## src/rtl/clk_div_cfg_ctrl_if.sv

```systemverilog
// Request and divider-control bundle between a ratio requester and clk_div_cfg_ctrl.
// The master drives requests and the divided-clock feedback; the slave is the controller.
`timescale 1ns/1ps
interface clk_div_cfg_ctrl_if #(
    parameter int RATIO_WIDTH = 5
);
    logic                   req_valid;
    logic [RATIO_WIDTH-1:0] req_ratio;
    logic                   req_ready;
    logic                   div_clk;
    logic                   clk_en;
    logic [RATIO_WIDTH-1:0] div_ratio;
    logic                   bypass;
    logic                   busy;
    logic                   done;
    logic                   timeout;

    modport master (
        output req_valid, req_ratio, div_clk,
        input  req_ready, clk_en, div_ratio, bypass, busy, done, timeout
    );

    modport slave (
        input  req_valid, req_ratio, div_clk,
        output req_ready, clk_en, div_ratio, bypass, busy, done, timeout
    );
endinterface

```

## src/rtl/clk_div_cfg_ctrl.sv

```systemverilog
// Ratio-change sequencer for the integer clock divider: quiesce, reload, re-enable, settle.
// Define CLKDIV_CTRL_TIMEOUT_EN to add the WAIT_LOW watchdog and the sticky timeout flag.
`timescale 1ns/1ps
// state    | meaning
// IDLE     | ready for a ratio-change request
// WAIT_LOW | waiting for the divided clock to be low (or divider already stopped)
// GATE     | enable dropped, holding it low for STOP_CYCLES
// LOAD     | new ratio driven; park (ratio 0/1) or re-enable
// ENABLE   | enable raised, waiting SETTLE_CYCLES
// DONE     | one-cycle completion pulse
module clk_div_cfg_ctrl #(
    parameter int RATIO_WIDTH    = 5,
    parameter int DEFAULT_RATIO  = 2,
    parameter int STOP_CYCLES    = 2,
    parameter int SETTLE_CYCLES  = 4,
    parameter int TIMEOUT_CYCLES = 64
) (
    input  logic              ref_clk,
    input  logic              rst,
    clk_div_cfg_ctrl_if.slave bus
);

    localparam int CNT_MAX_SS = (STOP_CYCLES > SETTLE_CYCLES) ? STOP_CYCLES : SETTLE_CYCLES;
    localparam int CNT_MAX    = (CNT_MAX_SS > TIMEOUT_CYCLES) ? CNT_MAX_SS : TIMEOUT_CYCLES;
    localparam int CNT_W      = $clog2(CNT_MAX) + 1;

    localparam logic [CNT_W-1:0]       STOP_TC    = CNT_W'(STOP_CYCLES - 1);
    localparam logic [CNT_W-1:0]       SETTLE_TC  = CNT_W'(SETTLE_CYCLES - 1);
    localparam logic [RATIO_WIDTH-1:0] RATIO_DEF  = RATIO_WIDTH'(DEFAULT_RATIO);
    localparam logic [RATIO_WIDTH-1:0] RATIO_MIN  = RATIO_WIDTH'(2);

    typedef enum logic [2:0] {
        S_IDLE,
        S_WAIT_LOW,
        S_GATE,
        S_LOAD,
        S_ENABLE,
        S_DONE
    } state_t;

    state_t                 state_q, state_d;
    logic [RATIO_WIDTH-1:0] req_q, req_d;
    logic [CNT_W-1:0]       cnt_q, cnt_d;
    logic                   clk_en_q, clk_en_d;
    logic [RATIO_WIDTH-1:0] div_ratio_q, div_ratio_d;
    logic                   bypass_q, bypass_d;
    logic                   ready_q;
    logic                   busy_q;
    logic                   done_q;
    logic                   req_park;
    logic                   cfg_match;

    // Requested config is already live: same ratio and the enable/bypass pair agrees with it.
    assign req_park  = (req_q < RATIO_MIN);
    assign cfg_match = (req_q == div_ratio_q) &&
                       (req_park ? (bypass_q && !clk_en_q) : (!bypass_q && clk_en_q));

`ifdef CLKDIV_CTRL_TIMEOUT_EN
    localparam logic [CNT_W-1:0] TIMEOUT_TC = CNT_W'(TIMEOUT_CYCLES - 1);
    logic timeout_q, timeout_d;
`endif

    always_ff @(posedge ref_clk) begin
        if (rst) begin
            state_q     <= S_LOAD;
            req_q       <= RATIO_DEF;
            cnt_q       <= '0;
            clk_en_q    <= 1'b0;
            div_ratio_q <= RATIO_DEF;
            bypass_q    <= (DEFAULT_RATIO < 2);
            ready_q     <= 1'b0;
            busy_q      <= 1'b1;
            done_q      <= 1'b0;
        end else begin
            state_q     <= state_d;
            req_q       <= req_d;
            cnt_q       <= cnt_d;
            clk_en_q    <= clk_en_d;
            div_ratio_q <= div_ratio_d;
            bypass_q    <= bypass_d;
            ready_q     <= (state_d == S_IDLE);
            busy_q      <= (state_d != S_IDLE);
            done_q      <= (state_d == S_DONE);
        end
    end

    always_comb begin
        state_d     = state_q;
        req_d       = req_q;
        cnt_d       = cnt_q;
        clk_en_d    = clk_en_q;
        div_ratio_d = div_ratio_q;
        bypass_d    = bypass_q;
`ifdef CLKDIV_CTRL_TIMEOUT_EN
        timeout_d   = timeout_q;
`endif
        case (state_q)
            S_IDLE: begin
                if (bus.req_valid && ready_q) begin
                    req_d   = bus.req_ratio;
                    state_d = S_WAIT_LOW;
                end
            end
            S_WAIT_LOW: begin
                if (cfg_match) begin
                    state_d = S_DONE;
                end else if (!bus.div_clk || !clk_en_q) begin
                    clk_en_d = 1'b0;
                    state_d  = S_GATE;
                end
`ifdef CLKDIV_CTRL_TIMEOUT_EN
                else begin
                    cnt_d = cnt_q + CNT_W'(1);
                    if (cnt_q == TIMEOUT_TC) begin
                        clk_en_d  = 1'b0;
                        timeout_d = 1'b1;
                        state_d   = S_GATE;
                    end
                end
`endif
            end
            S_GATE: begin
                cnt_d = cnt_q + CNT_W'(1);
                if (cnt_q == STOP_TC) begin
                    state_d = S_LOAD;
                end
            end
            S_LOAD: begin
                div_ratio_d = req_q;
                if (req_park) begin
                    bypass_d = 1'b1;
                    state_d  = S_DONE;
                end else begin
                    bypass_d = 1'b0;
                    clk_en_d = 1'b1;
                    state_d  = S_ENABLE;
                end
            end
            S_ENABLE: begin
                cnt_d = cnt_q + CNT_W'(1);
                if (cnt_q == SETTLE_TC) begin
                    state_d = S_DONE;
                end
            end
            S_DONE: begin
                state_d = S_IDLE;
            end
            default: begin
                state_d = S_IDLE;
            end
        endcase
        if (state_d != state_q) begin
            cnt_d = '0;
        end
    end

`ifdef CLKDIV_CTRL_TIMEOUT_EN
    always_ff @(posedge ref_clk) begin
        if (rst) begin
            timeout_q <= 1'b0;
        end else begin
            timeout_q <= timeout_d;
        end
    end
    assign bus.timeout = timeout_q;
`else
    assign bus.timeout = 1'b0;
`endif

    assign bus.req_ready = ready_q;
    assign bus.clk_en    = clk_en_q;
    assign bus.div_ratio = div_ratio_q;
    assign bus.bypass    = bypass_q;
    assign bus.busy      = busy_q;
    assign bus.done      = done_q;

endmodule
```

## src/flat_wrapper.sv

```systemverilog
// flat-port wrapper written by rule: the top's interface ports become plain ports
module clk_div_cfg_ctrl_flat 
#(
    parameter int RATIO_WIDTH    = 5,
    parameter int DEFAULT_RATIO  = 2,
    parameter int STOP_CYCLES    = 2,
    parameter int SETTLE_CYCLES  = 4,
    parameter int TIMEOUT_CYCLES = 64
)
  (ref_clk, rst, bus_req_valid, bus_req_ratio, bus_div_clk, bus_req_ready, bus_clk_en, bus_div_ratio, bus_bypass, bus_busy, bus_done, bus_timeout);
  clk_div_cfg_ctrl_if #(.RATIO_WIDTH(RATIO_WIDTH)) bus_i ();
  input  logic ref_clk;
  input  logic rst;
  input wire logic [$bits(bus_i.req_valid)-1:0] bus_req_valid;
  input wire logic [$bits(bus_i.req_ratio)-1:0] bus_req_ratio;
  input wire logic [$bits(bus_i.div_clk)-1:0] bus_div_clk;
  output wire logic [$bits(bus_i.req_ready)-1:0] bus_req_ready;
  output wire logic [$bits(bus_i.clk_en)-1:0] bus_clk_en;
  output wire logic [$bits(bus_i.div_ratio)-1:0] bus_div_ratio;
  output wire logic [$bits(bus_i.bypass)-1:0] bus_bypass;
  output wire logic [$bits(bus_i.busy)-1:0] bus_busy;
  output wire logic [$bits(bus_i.done)-1:0] bus_done;
  output wire logic [$bits(bus_i.timeout)-1:0] bus_timeout;
  assign bus_i.req_valid = bus_req_valid;
  assign bus_i.req_ratio = bus_req_ratio;
  assign bus_i.div_clk = bus_div_clk;
  assign bus_req_ready = bus_i.req_ready;
  assign bus_clk_en = bus_i.clk_en;
  assign bus_div_ratio = bus_i.div_ratio;
  assign bus_bypass = bus_i.bypass;
  assign bus_busy = bus_i.busy;
  assign bus_done = bus_i.done;
  assign bus_timeout = bus_i.timeout;
  clk_div_cfg_ctrl #(.RATIO_WIDTH(RATIO_WIDTH), .DEFAULT_RATIO(DEFAULT_RATIO), .STOP_CYCLES(STOP_CYCLES), .SETTLE_CYCLES(SETTLE_CYCLES), .TIMEOUT_CYCLES(TIMEOUT_CYCLES)) u_core (.ref_clk(ref_clk), .rst(rst), .bus(bus_i));
endmodule
```

## config.mk

```make
export PLATFORM = sky130hd
export DESIGN_NAME = clk_div_cfg_ctrl_flat
export DESIGN_NICKNAME = d
export VERILOG_FILES = /design/src/rtl/clk_div_cfg_ctrl_if.sv /design/src/rtl/clk_div_cfg_ctrl.sv /design/src/flat_wrapper.sv
export SDC_FILE = /design/constraint.sdc
export NUM_CORES = 1
export LEC_CHECK = 0
export CAP_MARGIN = 25
export CORE_UTILIZATION = 51
export DETAILED_ROUTE_END_ITERATION = 6
export PLACE_DENSITY = 0.77
export SLEW_MARGIN = 20
export SYNTH_ARGS = -nofsm -noshare
export SYNTH_HDL_FRONTEND = slang
export SYNTH_SLANG_ARGS = --single-unit
```

## constraint.sdc

```tcl
create_clock -name ref_clk -period 2.8 [get_ports ref_clk]
set_clock_uncertainty 0.2 [all_clocks]
set_input_delay 0.56 -clock ref_clk [delete_from_list [all_inputs] [get_ports ref_clk]]
set_output_delay 0.56 -clock ref_clk [all_outputs]
set_load 0.005 [all_outputs]
```

==> run_1/clock_map.png <==
Scale bar: 20 um.
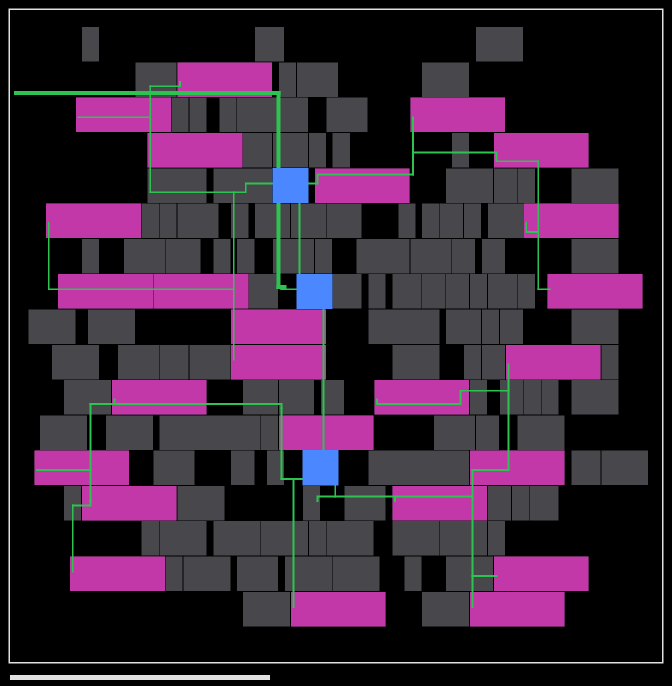
[blue] cells driving clock nets | count: 3
[green] clock wires | length: 260 um
[magenta] flip-flops | count: 25
flops lie: spread over the die
routed clock nets: 4

==> run_1/cell_classes.png <==
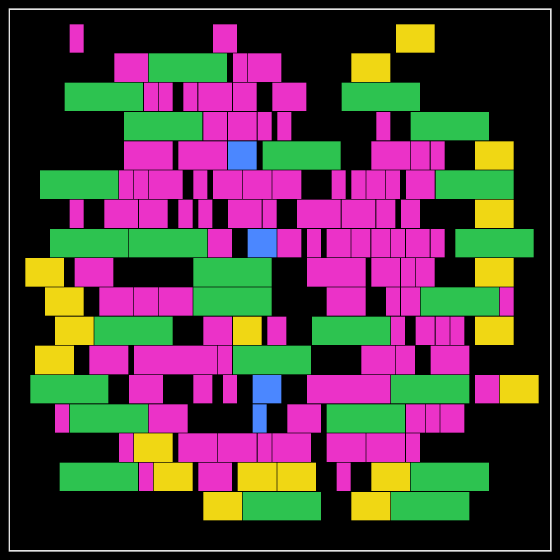
[magenta] all other logic | cells: 99 | share of their area: 48%
[yellow] other buffers and delay cells | cells: 19 | share of their area: 14%
[green] flip-flops | cells: 25 | share of their area: 37%
[blue] clock drivers and dummy loads | cells: 4 | share of their area: 1.9%

==> run_1/final_congestion.png <==
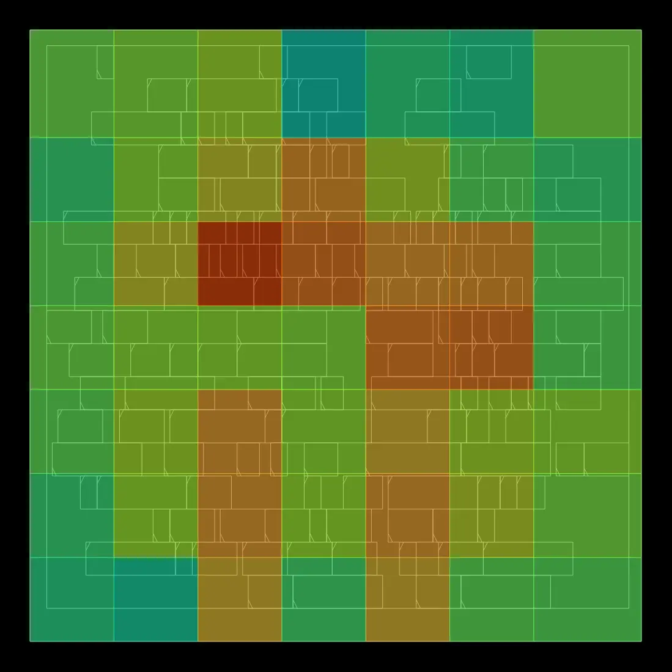
post-layout util: 0.6341
met1 Use GR: 0.2467
post-DR wirelength/cell: 11.70 um
met3 usage: 0.02727
met2 Track Usage GR: 0.3000

==> run_1/pdn.png <==
Pins as bars on the die edge. Tap cells in grey.
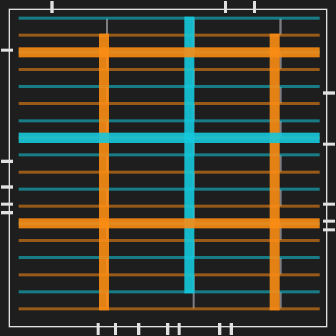
[orange] VSS
[cyan] VDD
tap cells: 28
met5 straps: 3
rows: 17
met4 straps: 3
met1 rails: 18

## run 1: logic make-up after synthesis
| family | after synthesis | synth area share |
|---|---|---|
| AND-OR/OR-AND | 19 | 0.1201 |
| XOR/XNOR | 12 | 0.08851 |
| adder cells (fa/ha/maj) | 2 | 0.02107 |
| buffers and inverters | 10 | 0.03793 |
| flip-flops | 25 | 0.4215 |
| multiplexers | 9 | 0.07587 |
| other | 1 | 0.003158 |
| AND/OR/NAND/NOR | 53 | 0.2318 |
## run 1: routing by layer
layer / global-route usage / share of wire
met4: 0.07143 / 0.0068
met1: 0.2467 / 0.48
met3: 0.02727 / 0.039
met5: 0 / 0
met2: 0.3000 / 0.47
## run 1: placed cells by master (no fill, tap or decap), drive strengths merged, types with 2 or more instances in the layout
cell type / Yosys / routed
nand2: 12 / 12
nand3: 3 / 3
nand3b: 2 / 2
nor3: 3 / 3
a21oi: 5 / 5
o21ai: 2 / 2
a211oi: 2 / 2
xor2: 7 / 7
nor2: 21 / 21
inv: 3 / 3
and3: 2 / 2
nand4: 2 / 2
nor2b: 4 / 4
dfxtp: 25 / 25
nor4: 2 / 2
mux2i: 9 / 9
xnor2: 5 / 5
ha: 2 / 2
clkbuf: 2 / 4
clkdlybuf4s50: 0 / 18
## run 1: worst register-to-register path, cell delays in order (launching register included)
cell	delay [ns]
dfxtp_1	0.39
nor4_4	0.37
mux2i_1	0.34
nor4_4	0.10
a2111o_1	0.53
a211oi_1	0.19
## run 1: per-stage QoR
stage | power, mW | hold slack, ns | std cells
final | 0.6617 | 0.2900 | 175
after global routing | 0.6998 | 0.3309 | 175
after CTS | 0.6731 | 0.2882 | 175
after detailed placement | 0.5175 | 0.2701 | 171
after global placement | 0.5144 | 0.2717 | 171
after floorplan | 0.4799 | 0.2735 | 131
==> impl_metrics.toml, run 1 <==
# physical design summary
[finish]
inverters_excl_clock = 3
sh_comb_area = 0.4576
syn2layout_area_growth_pct = 18.12
sh_seq_area = 0.3568

[sta]
fin_crit_ns = 2.201
rsz0062_at_grt = "no"
setup_tns_ns = 0
final.period_utilization = 0.7862
fmax_ghz = 0.4543

[grt]
grt_pass1_vias = 858

[worst_setup_path]
r2r-end = "u_core.cnt_q[1]$_SDFFE_PP0P_"
end_kind = "register"
path_cells = "nor4_4 > mux2i_1 > nor4_4 > a2111o_1 > a211oi_1"
crit_fanout = 7

[route]
dr.first_iter.drc_count = 18
num_vias = 936

[power_and_ir_drop]
powerSeq_mw = 0.393
seq_power_share = 0.594

[min_path]
hp-class = "register to register"

[die]
fp_util = 0.5368
die_area_sq_mm = 0.002525

[logic_synthesis]
synth_stat.cells = 131
synthArstFlopShare = 0

[clock_network]
cts_tree = "yes"

[status]
run_status = "complete, no violations"
==> run_1/metal_stack.png <==
Scale bar: 20 um.
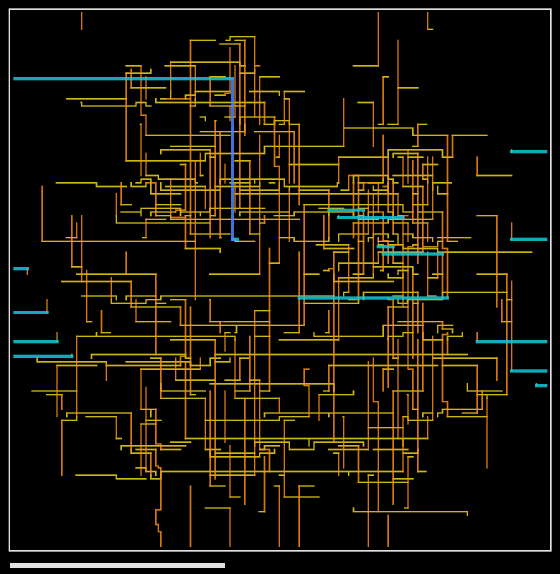

## Run 2: what changed since run 1
- CORE_UTILIZATION: 51 -> 46
- PLACE_DENSITY: 0.77 -> 0.73
- clock period: 2.8 -> 1.92 ns (I/O delays scaled with it)
==> run_2/metal_stack.png <==
Scale bar: 20 um.
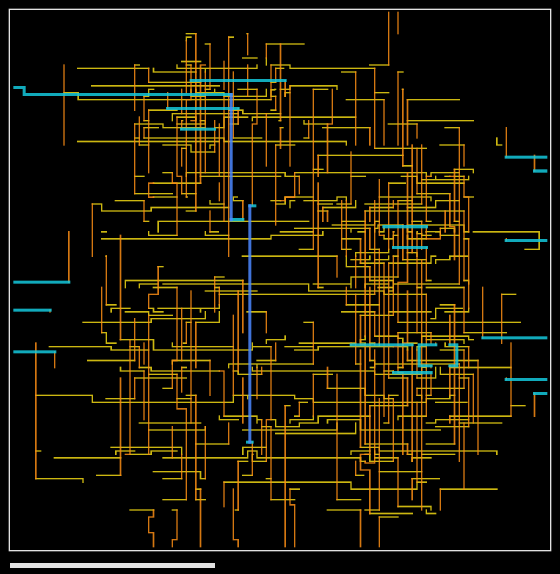
[orange] met2 | wire length: 1,150 um
[blue] met4 | wire length: 35.4 um
[cyan] met3 | wire length: 101 um
[yellow] met1 | wire length: 1,210 um

==> run 2 against run 1 <==
  * The run now ends with negative setup slack left
  * Clock power up 58%
  * Die size up 10%
  * Sequential cell count unchanged
  * Critical path depth unchanged
  * First-iteration DRC count down 5.6%
  * Cell area up 13%
  * Utilization up 1.1 points
  * Global-route usage up 0.30 points
  * Register-to-register slack worse by 0.74 ns
  * Sequential power up 44%
==> impl_metrics.toml, run 2 <==
# physical design summary
[status]
run_status = "finished with violations"
violations = "negative setup slack"

[clock_network]
cts_tree = "yes"

[finish]
layout_top_cell = "dfxtp_1"
lay_top_cells = "dfxtp_1, nor2_1, clkdlybuf4s50_1, buf_4, nand2_1"
syn2layout_area_growth_pct = 33.30

[power_and_ir_drop]
peakVddDrop_uv = 452.5
powerSeq_mw = 0.565
seq_power_share = 0.541
fin_total_pwr_mw = 1.044

[route]
num_vias = 1018
top_layer = "met4"
wl_per_cell_um = 12.88
met3_length_um = 100
wl_met1_mm = 1.211
wl_met2_mm = 1.151

[logic_synthesis]
top_area_frac = 0.4215
synthArstFlopShare = 0
synth_stat.cells = 131

[min_path]
hp-class = "register to register"

[grt]
grt_use_met3 = 0.02609
globalRouteMet1Util = 0.2504
met2_usage = 0.2954
grt_pass1_vias = 894

[sta]
final_max_slew_viol_count = 0
fmax_ghz = 0.4857
fin_ws_ns = -0.1387
rsz0062_at_grt = "yes"
final.period_utilization = 1.072
fin_crit_ns = 2.059
setup_viol = 10

[die]
die_area_sq_mm = 0.002788
fp_util = 0.4837

[worst_setup_path]
rr_startpoint = "u_core.req_q[3]$_SDFFE_PP0P_"
r2r-end = "u_core.cnt_q[1]$_SDFFE_PP0P_"
end_kind = "register"
[run 2: cells by family (layout without fill, tap and decap cells)]
family | after synthesis | after routing | share of synthesized area
buffers and inverters | 10 | 43 | 0.03793
AND/OR/NAND/NOR | 53 | 53 | 0.2318
other | 1 | 1 | 0.003158
flip-flops | 25 | 25 | 0.4215
XOR/XNOR | 12 | 12 | 0.08851
AND-OR/OR-AND | 19 | 19 | 0.1201
adder cells (fa/ha/maj) | 2 | 2 | 0.02107
multiplexers | 9 | 9 | 0.07587
[run 2: critical path: stages, from the launching register on]
cell	delay (ns)
dfxtp_2	0.36
nor4_4	0.38
mux2i_2	0.32
nor4_4	0.08
a2111o_1	0.47
a211oi_1	0.18
[run 2: layout make-up]
| class | count | area [sq um] | share of cell area |
|---|---|---|---|
| Timing Repair Buffer | 36 | 319.1 | 0.2016 |
| Tap cell | 30 | 37.54 | 0.02372 |
| Sequential cell | 25 | 503.0 | 0.3178 |
| Inverter | 3 | 11.26 | 0.007115 |
| Multi-Input combinational cell | 96 | 685.7 | 0.4332 |
| Clock buffer | 4 | 26.28 | 0.01660 |
[run 2: stage by stage]
| stage | utilization | TNS, ns | std cells | hold slack, ns |
|---|---|---|---|---|
| finish | 0.6448 | -0.6620 | 194 | 0.3048 |
| global route | 0.6448 | -1.658 | 194 | 0.3567 |
| CTS | 0.6284 | -0.6045 | 194 | 0.3010 |
| detailed placement | 0.6075 | -2.626 | 188 | 0.2824 |
| global placement | 0.6075 | -2.347 | 188 | 0.2704 |
| floorplan | - | -0.01908 | 131 | 0.2735 |
[run 2: timing repair]
action / in CTS / in global routing
pin swaps: 5 / 3
hold endpoints to repair: 0 / 0
gates resized: 3 / 9
endpoints found under the setup margin: 8 / 14
buffers inserted: 2 / 0
No activity file was given, so power comes from the tool's default toggle rates.
